===== src/rtl/simd_pkg.sv =====
// Shared types for the SIMD array sequencer slice.
// Ports: none (package of op/state enums and sizing helpers).
package simd_pkg;

    typedef enum logic [1:0] {
        OP_ADD,
        OP_SUB,
        OP_MAC,
        OP_RSVD
    } simd_op_t;

    typedef enum logic [2:0] {
        IDLE,
        CLEAR,
        LOAD,
        EXEC,
        OUT
    } seq_state_t;

    // Counter width able to hold values 0..n.
    function automatic int cnt_width(input int n);
        return (n < 2) ? 1 : $clog2(n + 1);
    endfunction

endpackage


===== src/rtl/simd_watchdog.sv =====
// EXEC-phase watchdog: zeroed on clear, counts while enabled, flags expiry.
// Ports: i_clk, i_rst (sync, active-high), clear, enable -> first, expired.
module simd_watchdog
    import simd_pkg::*;
#(
    parameter int TIMEOUT = 64
) (
    input  logic i_clk,
    input  logic i_rst,
    input  logic clear,
    input  logic enable,
    output logic first,
    output logic expired
);

    localparam int CW = cnt_width(TIMEOUT);
    localparam logic [CW-1:0] LAST = CW'(TIMEOUT - 1);

    logic [CW-1:0] cnt;

    // Saturates at LAST so a long stay in EXEC never wraps to zero.
    always_ff @(posedge i_clk) begin
        if (i_rst) begin
            cnt <= '0;
        end else if (clear) begin
            cnt <= '0;
        end else if (enable && cnt != LAST) begin
            cnt <= cnt + CW'(1);
        end
    end

    // cnt holds k-1 during the k-th enabled cycle.
    assign first   = (cnt == '0);
    assign expired = enable && (cnt == LAST);

endmodule


===== src/rtl/simd_array_sequencer.sv =====
// Command sequencer: streams operand chunks into one simd_array and returns results.
// Ports: cmd (valid/ready, op, len), opd (valid/ready, a, b), res (valid/ready, data, last),
//        array side (rstn, op, run, a, b, valid, res), status (busy, done, err).
module simd_array_sequencer
    import simd_pkg::*;
#(
    parameter int UNIT_SIZE = 32,
    parameter int WIDTH     = 4,
    parameter int LEN_W     = 8,
    parameter int TIMEOUT   = 64
) (
    input  logic                       i_clk,
    input  logic                       i_rst,
    input  logic                       i_cmd_valid,
    output logic                       o_cmd_ready,
    input  logic [1:0]                 i_cmd_op,
    input  logic [LEN_W-1:0]           i_cmd_len,
    input  logic                       i_opd_valid,
    output logic                       o_opd_ready,
    input  logic [WIDTH*UNIT_SIZE-1:0] i_opd_a,
    input  logic [WIDTH*UNIT_SIZE-1:0] i_opd_b,
    output logic                       o_res_valid,
    input  logic                       i_res_ready,
    output logic [WIDTH*UNIT_SIZE-1:0] o_res_data,
    output logic                       o_res_last,
    output logic                       o_arr_rstn,
    output logic [1:0]                 o_arr_op,
    output logic                       o_arr_run,
    output logic [WIDTH*UNIT_SIZE-1:0] o_arr_a,
    output logic [WIDTH*UNIT_SIZE-1:0] o_arr_b,
    input  logic                       i_arr_valid,
    input  logic [WIDTH*UNIT_SIZE-1:0] i_arr_res,
    output logic                       o_busy,
    output logic                       o_done,
    output logic                       o_err
);

    localparam int DW = WIDTH * UNIT_SIZE;
    localparam logic [LEN_W-1:0] ONE = LEN_W'(1);

    seq_state_t       state;
    seq_state_t       state_nx;
    simd_op_t         op_q;
    logic [LEN_W-1:0] rem_q;
    logic             err_q;
    logic             done_q;
    logic [DW-1:0]    a_q;
    logic [DW-1:0]    b_q;
    logic [DW-1:0]    res_q;

    logic cmd_hs;
    logic opd_hs;
    logic arr_hit;
    logic cmd_bad;
    logic wd_first;
    logic wd_expired;

    assign cmd_hs  = i_cmd_valid && (state == IDLE);
    assign opd_hs  = i_opd_valid && (state == LOAD);
    assign cmd_bad = (simd_op_t'(i_cmd_op) == OP_RSVD);
    // The array's valid is stale in the first EXEC cycle.
    assign arr_hit = (state == EXEC) && !wd_first && i_arr_valid;

    simd_watchdog #(
        .TIMEOUT(TIMEOUT)
    ) u_wd (
        .i_clk  (i_clk),
        .i_rst  (i_rst),
        .clear  (opd_hs),
        .enable (state == EXEC),
        .first  (wd_first),
        .expired(wd_expired)
    );

    always_comb begin
        state_nx = state;
        unique case (state)
            IDLE: begin
                if (i_cmd_valid && !cmd_bad && i_cmd_len != '0) begin
                    state_nx = CLEAR;
                end
            end
            CLEAR: state_nx = LOAD;
            LOAD: begin
                if (i_opd_valid) begin
                    state_nx = EXEC;
                end
            end
            EXEC: begin
                if (arr_hit) begin
                    // MAC only reports once, after its final chunk.
                    if (op_q == OP_MAC && rem_q != ONE) begin
                        state_nx = LOAD;
                    end else begin
                        state_nx = OUT;
                    end
                end else if (wd_expired) begin
                    state_nx = IDLE;
                end
            end
            OUT: begin
                if (i_res_ready) begin
                    state_nx = (rem_q == '0) ? IDLE : LOAD;
                end
            end
            default: state_nx = IDLE;
        endcase
    end

    always_ff @(posedge i_clk) begin
        if (i_rst) begin
            state  <= IDLE;
            op_q   <= OP_ADD;
            rem_q  <= '0;
            err_q  <= 1'b0;
            done_q <= 1'b0;
            a_q    <= '0;
            b_q    <= '0;
            res_q  <= '0;
        end else begin
            state  <= state_nx;
            // Every return to IDLE, or an immediate finish, ends a command.
            done_q <= (state_nx == IDLE) && ((state != IDLE) || cmd_hs);
            if (cmd_hs) begin
                op_q  <= simd_op_t'(i_cmd_op);
                rem_q <= i_cmd_len;
                err_q <= cmd_bad;
            end else if (arr_hit) begin
                res_q <= i_arr_res;
                rem_q <= rem_q - ONE;
            end else if (state == EXEC && wd_expired) begin
                err_q <= 1'b1;
            end
            if (opd_hs) begin
                a_q <= i_opd_a;
                b_q <= i_opd_b;
            end
        end
    end

    assign o_cmd_ready = (state == IDLE);
    assign o_opd_ready = (state == LOAD);
    assign o_res_valid = (state == OUT);
    assign o_res_data  = res_q;
    assign o_res_last  = (state == OUT) && (rem_q == '0);
    assign o_arr_rstn  = !(i_rst || state == CLEAR);
    assign o_arr_op    = op_q;
    assign o_arr_run   = (state == EXEC);
    assign o_arr_a     = a_q;
    assign o_arr_b     = b_q;
    assign o_busy      = (state != IDLE);
    assign o_done      = done_q;
    assign o_err       = err_q;

endmodule


===== config.mk =====
export PLATFORM = sky130hd
export DESIGN_NAME = simd_array_sequencer
export DESIGN_NICKNAME = d
export VERILOG_FILES = /design/src/rtl/simd_pkg.sv /design/src/rtl/simd_watchdog.sv /design/src/rtl/simd_array_sequencer.sv
export SDC_FILE = /design/constraint.sdc
export NUM_CORES = 1
export LEC_CHECK = 0
export ABC_AREA = 1
export CAP_MARGIN = 20
export CORE_AREA = 2 2 312 314
export DETAILED_ROUTE_END_ITERATION = 7
export DIE_AREA = 0 0 314 316
export PLACE_DENSITY = 0.48
export SLEW_MARGIN = 25
export SYNTH_ARGS = -nofsm -noshare
export SYNTH_HDL_FRONTEND = slang
export SYNTH_SLANG_ARGS = --single-unit

===== constraint.sdc =====
create_clock -name i_clk -period 1.88 [get_ports i_clk]
set_clock_uncertainty 0.1 [all_clocks]
set_input_delay 0.564 -clock i_clk [delete_from_list [all_inputs] [get_ports i_clk]]
set_output_delay 0.564 -clock i_clk [all_outputs]
set_load 0.005 [all_outputs]

run_1/floorplan.png
Drawn at 1 px/um. Pins as bars on the die edge.
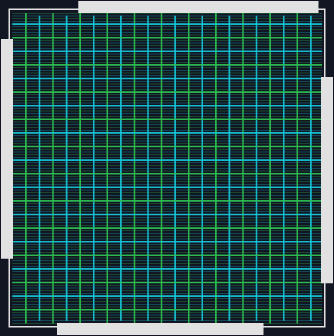
VDD: marked cyan. VSS: marked green.
The core has 114 rows. 22 straps on met5. 115 met1 rails follow the rows. 22 straps on met4. 795 signal pins sit on the boundary.
peak ir drop on the vdd network: 678 uV
vertical extent of the die: 316 um
area of the core region: 96000 um2

run_1/class_map.png
Drawn at 1 px/um. Fill, decap, tap and diode cells in grey.
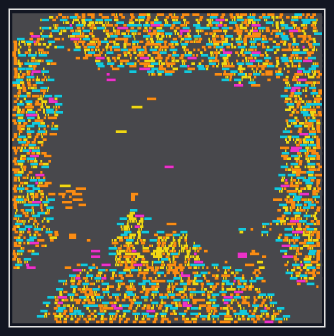
registers: marked cyan, cells 406, share of their area 29%. remaining buffers and delay cells: marked orange, cells 1029, share of their area 37%. remaining logic cells: marked yellow, cells 1351, share of their area 27%. clock drivers and dummy loads: marked magenta, cells 90, share of their area 5.9%.

==> deck_impl_summary.md, run 1 <==
Flow Results at a Glance

Timing
  • Fraction of the cycle the final worst path needs: 121%
  • Final WS setup: -0.393 ns
  • Unrepaired setup endpoints after global routing: true
  • Setup tns final: -5.85 ns
  • # setup viols final: 134
  • Crit path time final: 2.27 ns

Critical path
  • WP depth: 5
  • Data arrival time at the worst-slack endpoint: 1.61 ns
  • Critical Path Sink: o_res_last
  • Slowest Stage Delay on Critical Path: 0.32 ns
  • Depth of the worst register-to-register path: 13
  • Reg-to-reg critical path startpoint: state[1]$_SDFF_PP0_
  • Slowest cell on crit path: sky130_fd_sc_hd__dfxtp_2
  • Maximum fanout encountered on the critical timing path: 2
  • CP startpoint kind: flip-flop

Route
  • DR top layer: met5
  • Count of unresolved DRC violations after routing: 0
  • Initial DRC count: 614
  • Detailed-router iteration count before antenna repair: 4
  • Drt via density: 3.87
  • Wl on met1: 32.2 mm

Final layout
  • Number of inverters outside the clock class in the layout: 48
  • Multi-input gate area: 7510 um2
  • Fill count: 10111
  • Seq area share: 27.7%
  • Share of post-route cells with drive strength above 1: 40.9%
  • Final std cell area, no fill: 30100 um2
  • Layout sequential cell count: 406
  • Clock buffer instance count of the final layout: 77
  • Max-area cell class: non-clock buffers

Min path
  • Hold Path Cell Cnt: 2

Power and ir drop
  • Flop+latch power: 9.36 mW
  • Switching Fraction: 26.3%
  • Total net switching power: 6.27 mW
  • Clock network fraction of design power: 42.3%
  • Power Dens Cells: 792 nW/um2
  • Static leakage power: 11.9 nW

Placement
  • Number of input and output port buffers inserted: 794
  • Half-perimeter wire length of the detailed placement result: 48.7 mm

Yosys
  • Xor-xnor portion of the synthesized cell area: 0.243%
  • Summed instance area of the synthesized netlist: 14400 um2
  • Syn Area/Cell: 7.67 um2
  • Synthesized instance count: 1882
  • Aoi share: 14.2%
  • Dominant Register Cell: sky130_fd_sc_hd__dfxtp_1

Floorplan
  • Number of placed I/O pins: 795
  • DIE WIDTH: 314 um
  • Core utilization at floorplan: 15.0%

Clocking
  • Clock tree from TritonCTS: built
  • Number of clock sinks seen by CTS: 406
  • Number of buffers created by CTS: 49
  • Clock network latency to the later pin of the worst-skew pair: 0.60 ns
  • Hold buffer count at cts: 0
  • Number of resized instances in the post-cts repair step: 1318
  • Maximum number of buffers from clock root to sink: 3

GRT
  • Met1 track demand over resource: 14.5%
  • Initial antenna violation count: 4
  • Gr ovfl total: 0
  • Met2 usage: 21.0%

Run status
  • Result of the run: complete, but fails checks
  • Violations in the final reports: setup timing
run_1/clock_wires.png
Drawn at 2 px/um.
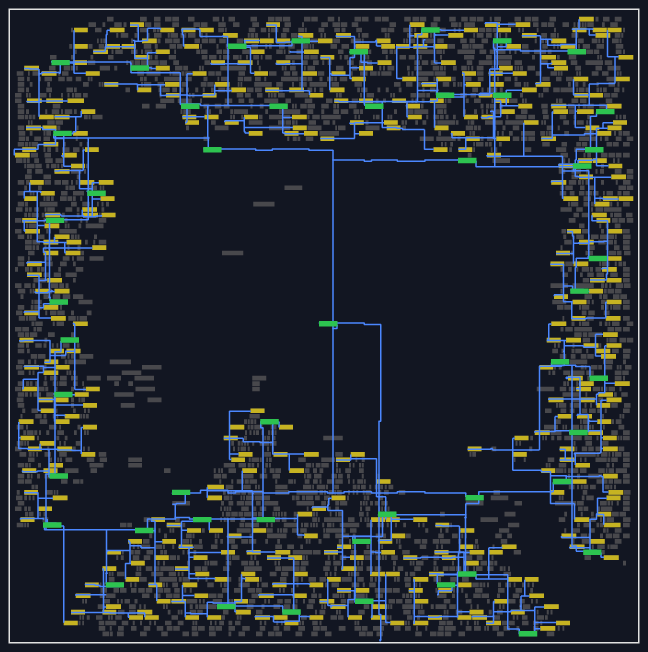
flip-flops: marked yellow, count 406. clock wires: marked blue, length 6910 um. clock-net drivers: marked green, count 49.
There are 50 routed clock nets.

run_1/layers.png
Drawn at 1 px/um. Two of the layers only.
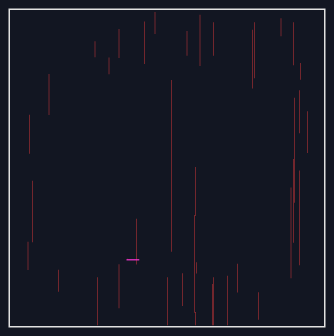
M5: marked magenta, wire length 11.0 um. M4: marked red, wire length 1820 um.
final WL: 75.5 mm
GRT Overall Usage: 12.2%
detailed-route wire length per cell: 18.2 um

run_1/placed.png
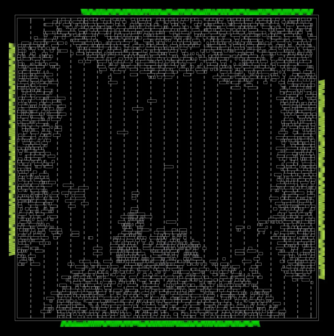

## Run 2: what changed since run 1
--- a/config.mk
+++ b/config.mk
@@ -7,10 +7,10 @@
 export LEC_CHECK = 0
 export ABC_AREA = 1
 export CAP_MARGIN = 20
-export CORE_AREA = 2 2 312 314
+export CORE_AREA = 2 2 311 313
 export DETAILED_ROUTE_END_ITERATION = 7
-export DIE_AREA = 0 0 314 316
-export PLACE_DENSITY = 0.48
+export DIE_AREA = 0 0 313 315
+export PLACE_DENSITY = 0.5
 export SLEW_MARGIN = 25
 export SYNTH_ARGS = -nofsm -noshare
 export SYNTH_HDL_FRONTEND = slang
==> constraint.sdc (replaced) <==
create_clock -name i_clk -period 2.08 [get_ports i_clk]
set_clock_uncertainty 0.1 [all_clocks]
set_input_delay 0.624 -clock i_clk [delete_from_list [all_inputs] [get_ports i_clk]]
set_output_delay 0.624 -clock i_clk [all_outputs]
set_load 0.005 [all_outputs]
run_2/placed.png
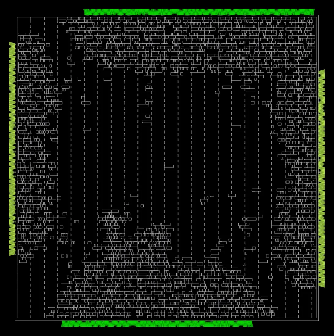
layout sequential cell count: 406
area of the core region: 95700 um2
number of core rows: 114
final non-filler cell total: 4097
number of tap cells inserted: 1276

run_2/clock_wires.png
Drawn at 2 px/um.
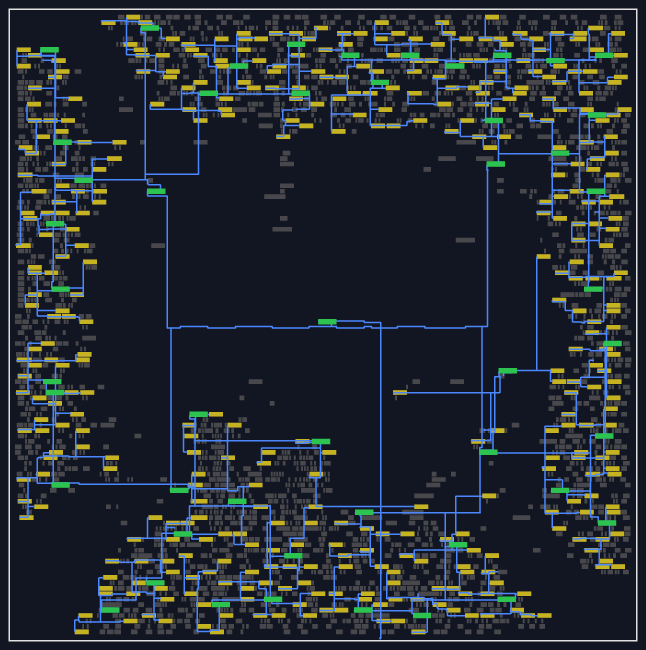
clock-net drivers: marked green, count 49. clock wires: marked blue, length 6810 um. flip-flops: marked yellow, count 406.
There are 50 routed clock nets. Position of the flops: all over the die.
power dissipated in the clock network: 8.61 mW
clock network fraction of design power: 43.1%
clock network latency to the later pin of the worst-skew pair: 0.61 ns

==> run 2 against run 1 <==
  * The flow still finishes with violations (setup timing)
  * Worst setup slack better by 0.18 ns
  * Register-to-register slack about the same
  * Combinational power shrank 31%
  * Power decreased by 16%
  * Flip-flop count stayed put
  * Sequential power shrank 11%
  * Die size decreased by 0.63%
  * Critical path depth did not move
  * Wire length down 11%
  * Sequential share of layout area increased by 2.5 points
  * First-iteration DRC count rose by 39%
  * Critical path type unchanged
  * Highest routed layer unchanged
==> deck_impl_summary.md, run 2 <==
Flow Results at a Glance

Clocking
  • Number of buffers created by CTS: 49
  • Hold buffer count at cts: 0
  • Buffer cell driving the clock tree root: sky130_fd_sc_hd__clkbuf_16
  • Maximum number of buffers from clock root to sink: 3
  • Clock tree from TritonCTS: built
  • Buffers inserted during post-CTS setup optimization: 3
  • Number of clock sinks seen by CTS: 406
  • Number of resized instances in the post-cts repair step: 477

Critical path
  • Slowest Stage Delay on Critical Path: 0.33 ns
  • Critical Path Sink: o_res_last
  • WP depth: 5
  • Buffering stage count on the worst path with inverters included: 2
  • Data arrival time at the worst-slack endpoint: 1.57 ns
  • Worst-case register-to-register setup slack: -0.08 ns
  • Maximum fanout encountered on the critical timing path: 2
  • Depth of the worst register-to-register path: 13
  • CP startpoint kind: flip-flop
  • Setup crit start: rem_q[1]$_SDFFE_PP0P_
  • Slowest cell on crit path: sky130_fd_sc_hd__dfxtp_2
  • Reg2Reg Capture Point: o_res_data[116]$_SDFFE_PP0P_
  • Reg-to-reg critical path startpoint: state[2]$_SDFF_PP0_
  • Element type at the critical path end: primary output

Yosys
  • Proportion of register bits with asynchronous set or reset after synthesis: 0%
  • Net Count, Synth: 2287
  • Aoi share: 14.2%
  • Synthesized instance count: 1882
  • Syn Area/Cell: 7.67 um2
  • Post-synthesis chip area from yosys: 14400 um2
  • Summed instance area of the synthesized netlist: 14400 um2
  • Dominant Register Cell: sky130_fd_sc_hd__dfxtp_1
  • Largest area contributor in the netlist: sky130_fd_sc_hd__dfxtp_1
  • Total cells reported by yosys after synthesis: 1882
  • Number of synthesized flops with an enable pin: 0
  • Top post-synthesis cells by count: sky130_fd_sc_hd__nor2_1, sky130_fd_sc_hd__dfxtp_1, sky130_fd_sc_hd__o21ai_0, sky130_fd_sc_hd__clkbuf_1, sky130_fd_sc_hd__o21ai_1
  • Logic family by area: simple AND/OR/NAND/NOR gates
  • Multiplexer fraction of the synthesized cell area: 0%
  • Yosys top cell by instances: sky130_fd_sc_hd__nor2_1
  • Xor-xnor portion of the synthesized cell area: 0.243%
  • Yosys Warn Count: 0

Min path
  • Hold Path Cell Cnt: 2
  • Worst hold start: o_arr_a[43]$_SDFFE_PP0P_
  • Worst Hold End: o_arr_a[43]$_SDFFE_PP0P_

GRT
  • First-pass GRT wire length: 91.1 mm
  • Gr ovfl total: 0
  • Met2 usage: 20.8%
  • Met1 track demand over resource: 14.2%
  • Initial antenna violation count: 11
  • GRT Overall Usage: 12.1%
  • Global Route met3 Usage: 3.57%

Route
  • Final WL: 67.5 mm
  • Total met3 wirelength after detailed routing: 4.94 mm
  • Count of unresolved DRC violations after routing: 0
  • Wire length on met2: 32.8 mm
  • DR top layer: met5
  • Initial DRC count: 854
  • Detailed-route wire length per cell: 16.5 um
  • Drt via density: 3.74
  • Detailed-router iteration count before antenna repair: 6
  • Wl on met1: 27.9 mm

Final layout
  • Multi-input gates: 1304
  • Number of inverters outside the clock class in the layout: 47
  • Fill count: 10493
  • Seq area share: 30.3%
  • Clock buffer instance count of the final layout: 71
  • Utilization after layout: 28.2%
  • Share of post-route cells with drive strength above 1: 12.8%
  • Most common cell after layout, fill and taps aside: sky130_fd_sc_hd__nor2_1
  • Share of cell area taken by multi-input logic gates: 21.6%
  • Multi-input gate area: 5830 um2
  • Number of buffers other than clock buffers in the final layout: 969
  • Final std cell area, no fill: 27000 um2
  • Max-area cell class: non-clock buffers

Floorplan
  • Number of placed I/O pins: 795
  • Die area: 98600 um2
  • Core utilization at floorplan: 15.1%

Timing
  • Crit path time final: 2.30 ns
  • Fin. max-slew vios: 0
  • Final tally of hold violations: 0
  • Unrepaired setup endpoints after global routing: true
  • Worst hold margin: 0.372 ns
  • Final WS setup: -0.217 ns
  • Fraction of the cycle the final worst path needs: 110%
  • # setup viols final: 93
  • Setup tns final: -2.72 ns

Placement
  • Number of input and output port buffers inserted: 794
  • Weighted congestion reported at the end of routability-driven placement: 0.801
  • Half-perimeter wire length of the detailed placement result: 48.2 mm

Power and ir drop
  • Total net switching power: 5.11 mW
  • Power share of the sequential group: 41.8%
  • Power Dens Cells: 740 nW/um2
  • Switching Fraction: 25.6%
  • Flop+latch power: 8.35 mW
  • Combinational power share: 15.1%
  • Static leakage power: 11.8 nW
  • Int Power: 14.9 mW

Run status
  • Result of the run: complete, but fails checks
  • Violations in the final reports: setup timing

Flow run
  • Number of max-capacitance violations reported: 0
run_2/floorplan.png
Drawn at 1 px/um. Pins as bars on the die edge.
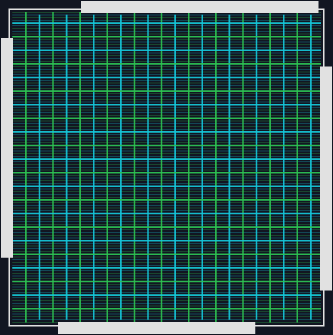
VSS: marked green. VDD: marked cyan.
115 met1 rails follow the rows. 22 straps on met4.
peak ir drop on the vdd network: 493 uV
DIE WIDTH: 313 um

## Run 3: what changed since run 2
--- a/config.mk
+++ b/config.mk
@@ -6,7 +6,7 @@
 export NUM_CORES = 1
 export LEC_CHECK = 0
 export ABC_AREA = 1
-export CAP_MARGIN = 20
+export CAP_MARGIN = 40
 export CORE_AREA = 2 2 311 313
 export DETAILED_ROUTE_END_ITERATION = 7
 export DIE_AREA = 0 0 313 315
run_3/class_map.png
Drawn at 1 px/um. Fill, decap, tap and diode cells in grey.
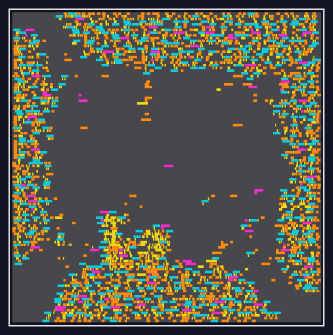
remaining logic cells: marked yellow, cells 1351, share of their area 24%. remaining buffers and delay cells: marked orange, cells 969, share of their area 38%. registers: marked cyan, cells 406, share of their area 32%. clock drivers and dummy loads: marked magenta, cells 87, share of their area 6.2%.
utilization after layout: 28.2%
Seq area share: 30.3%

run_3/floorplan.png
Drawn at 1 px/um. Pins as bars on the die edge.
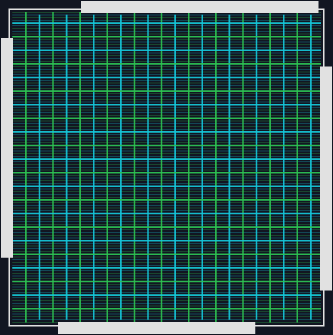
VDD: marked cyan. VSS: marked green.
22 straps on met4. 22 straps on met5. The core has 114 rows.

run_3/layers.png
Drawn at 1 px/um. Two of the layers only.
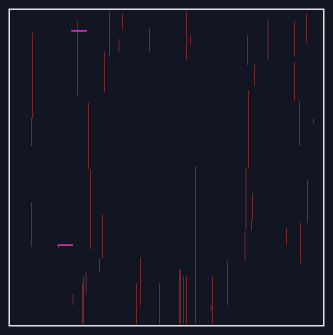
M5: marked magenta, wire length 27.6 um. M4: marked red, wire length 1890 um.
final WL: 67.5 mm
via count: 15335

==> run 3 against run 2 <==
  * The run still ends with setup timing left
  * First-iteration DRC count stayed put
  * Flip-flop count unchanged
  * Register-to-register slack barely moved
  * Die size is the same
  * Via count unchanged
  * Worst setup slack unchanged
  * Sequential power about the same
==> deck_impl_summary.md, run 3 <==
Flow Results at a Glance

Run status
  • Result of the run: complete, but fails checks
  • Violations in the final reports: setup timing

Placement
  • Number of input and output port buffers inserted: 794
  • Cells after DPL: 3954
  • DP Worst Slack: -0.521 ns
  • Half-perimeter wire length of the detailed placement result: 48.2 mm
  • Weighted congestion reported at the end of routability-driven placement: 0.801

Final layout
  • Ant. Diodes: 8
  • Share of cell area taken by multi-input logic gates: 21.6%
  • Fill count: 10493
  • Layout sequential cell count: 406
  • Number of inverters outside the clock class in the layout: 47
  • Most common cell after layout, fill and taps aside: sky130_fd_sc_hd__nor2_1
  • Final non-filler cell total: 4097
  • Share of post-route cells with drive strength above 1: 12.8%
  • Final std cell area, no fill: 27000 um2
  • Clock buffer instance count of the final layout: 71
  • Multi-input gates: 1304
  • Portion of the layout cell area used by clock cells: 5.83%
  • NonClk Buf Share: 35.4%
  • Most numerous logic cells after layout: sky130_fd_sc_hd__nor2_1, sky130_fd_sc_hd__clkdlybuf4s50_1, sky130_fd_sc_hd__dfxtp_1, sky130_fd_sc_hd__dlygate4sd2_1, sky130_fd_sc_hd__o21ai_0
  • Fin nets: 3182
  • Max-area cell class: non-clock buffers
  • Multi-input gate area: 5830 um2
  • Number of buffers other than clock buffers in the final layout: 969

Clocking
  • Buffers inserted during post-CTS setup optimization: 3
  • Number of buffers created by CTS: 49
  • Number of clock sinks seen by CTS: 406
  • Clock tree from TritonCTS: built
  • Hold buffer count at cts: 0
  • Clock network latency to the later pin of the worst-skew pair: 0.61 ns
  • Buffer cell driving the clock tree root: sky130_fd_sc_hd__clkbuf_16
  • Clock transition time at the flip-flop clock pins of the worst setup and hold paths: 0.06 ns
  • Number of resized instances in the post-cts repair step: 477
  • H-tree Lvls: 2
  • Maximum number of buffers from clock root to sink: 3

Yosys
  • Number of flip-flops and latches in the synthesized netlist: 406
  • Sequential share of the synthesized area: 56.3%
  • Synth cell types: 26
  • Multiplexer fraction of the synthesized cell area: 0%
  • Aoi share: 14.2%
  • Yosys top cell by instances: sky130_fd_sc_hd__nor2_1
  • Top post-synthesis cells by count: sky130_fd_sc_hd__nor2_1, sky130_fd_sc_hd__dfxtp_1, sky130_fd_sc_hd__o21ai_0, sky130_fd_sc_hd__clkbuf_1, sky130_fd_sc_hd__o21ai_1
  • Largest area contributor in the netlist: sky130_fd_sc_hd__dfxtp_1
  • Synthesized instance count: 1882
  • Summed instance area of the synthesized netlist: 14400 um2
  • Logic family by area: simple AND/OR/NAND/NOR gates
  • Xor-xnor portion of the synthesized cell area: 0.243%
  • Net Count, Synth: 2287
  • Area contributors post-synth: sky130_fd_sc_hd__dfxtp_1, sky130_fd_sc_hd__nor2_1, sky130_fd_sc_hd__o21ai_0
  • Top cell area share: 56.3%
  • Number of synthesized flops with an enable pin: 0
  • Synth Area in Adders: 0.433%
  • Proportion of register bits with asynchronous set or reset after synthesis: 0%
  • Yosys Warn Count: 0
  • Post-synthesis chip area from yosys: 14400 um2
  • Total cells reported by yosys after synthesis: 1882
  • Dominant Register Cell: sky130_fd_sc_hd__dfxtp_1
  • Syn Area/Cell: 7.67 um2

Route
  • Initial DRC count: 854
  • Total met3 wirelength after detailed routing: 4.94 mm
  • Drt via density: 3.74
  • DR top layer: met5
  • Detailed-router iteration count before antenna repair: 6
  • Antenna-violating nets left: 0
  • Wl on met1: 27.9 mm
  • Count of unresolved DRC violations after routing: 0
  • Detailed-route wire length per cell: 16.5 um
  • Wire length on met2: 32.8 mm

Min path
  • Hold Path Cell Cnt: 2
  • Worst Hold End: o_arr_a[43]$_SDFFE_PP0P_
  • Worst hold start: o_arr_a[43]$_SDFFE_PP0P_

Timing
  • Relative slew slack: 76.3%
  • Max Clock Freq: 435 MHz
  • Final tally of hold violations: 0
  • Final WS setup: -0.217 ns
  • Setup tns final: -2.72 ns
  • Fin. max-slew vios: 0
  • # setup viols final: 93
  • Pin slew with the least headroom to its limit: 0.352 ns
  • Unrepaired setup endpoints after global routing: true
  • Crit path time final: 2.30 ns
  • Worst hold margin: 0.372 ns
  • Fraction of the cycle the final worst path needs: 110%

Floorplan
  • Number of placed I/O pins: 795
  • Area of the core region: 95700 um2
  • Core utilization at floorplan: 15.1%
  • Number of tap cells inserted: 1276
  • Number of core rows: 114
  • Die area: 98600 um2
  • Vertical extent of the die: 315 um
  • DIE WIDTH: 313 um

Power and ir drop
  • Power share of the sequential group: 41.8%
  • Peak ir drop on the vdd network: 493 uV
  • Post-route total power: 20.0 mW
  • Combinational power share: 15.1%
  • Int Power: 14.9 mW
  • Power Dens Cells: 740 nW/um2
  • Combinational Power: 3.03 mW
  • Switching Fraction: 25.6%
  • Clock network fraction of design power: 43.1%
  • Total net switching power: 5.11 mW
  • Static leakage power: 11.8 nW
  • Flop+latch power: 8.35 mW
  • Power dissipated in the clock network: 8.61 mW

Flow run
  • Stage-log warning count: 31
  • Number of max-capacitance violations reported: 0

GRT
  • Met2 usage: 20.8%
  • Initial antenna violation count: 11
  • GRT Overall Usage: 12.1%
  • Gr ovfl total: 0
  • Met1 track demand over resource: 14.2%
  • First-pass GRT wire length: 91.1 mm
  • Global Route met3 Usage: 3.57%
  • Global routing's busiest layer: met2
  • Via count of the first global-routing pass: 14354

Critical path
  • Sequence of cells on the critical path: inv_2 -> ha_4 -> nand2_4 -> nor4_2 -> buf_2
  • Worst-case register-to-register setup slack: -0.08 ns
  • Slowest cell on crit path: sky130_fd_sc_hd__dfxtp_2
  • Reg-to-reg critical path startpoint: state[2]$_SDFF_PP0_
  • Depth of the worst register-to-register path: 13
  • Required arrival time at the worst endpoint: 1.36 ns
  • Maximum fanout encountered on the critical timing path: 2
  • Reg2Reg Capture Point: o_res_data[116]$_SDFFE_PP0P_
  • CP startpoint kind: flip-flop
  • WP depth: 5
  • Setup crit start: rem_q[1]$_SDFFE_PP0P_
  • Cell type group with the largest total delay on the critical path: flip-flops
  • Buffering stage count on the worst path with inverters included: 2
  • Element type at the critical path end: primary output
  • Slowest Stage Delay on Critical Path: 0.33 ns
  • Critical Path Sink: o_res_last
  • Data arrival time at the worst-slack endpoint: 1.57 ns
No activity file was given, so power comes from the tool's default toggle rates.
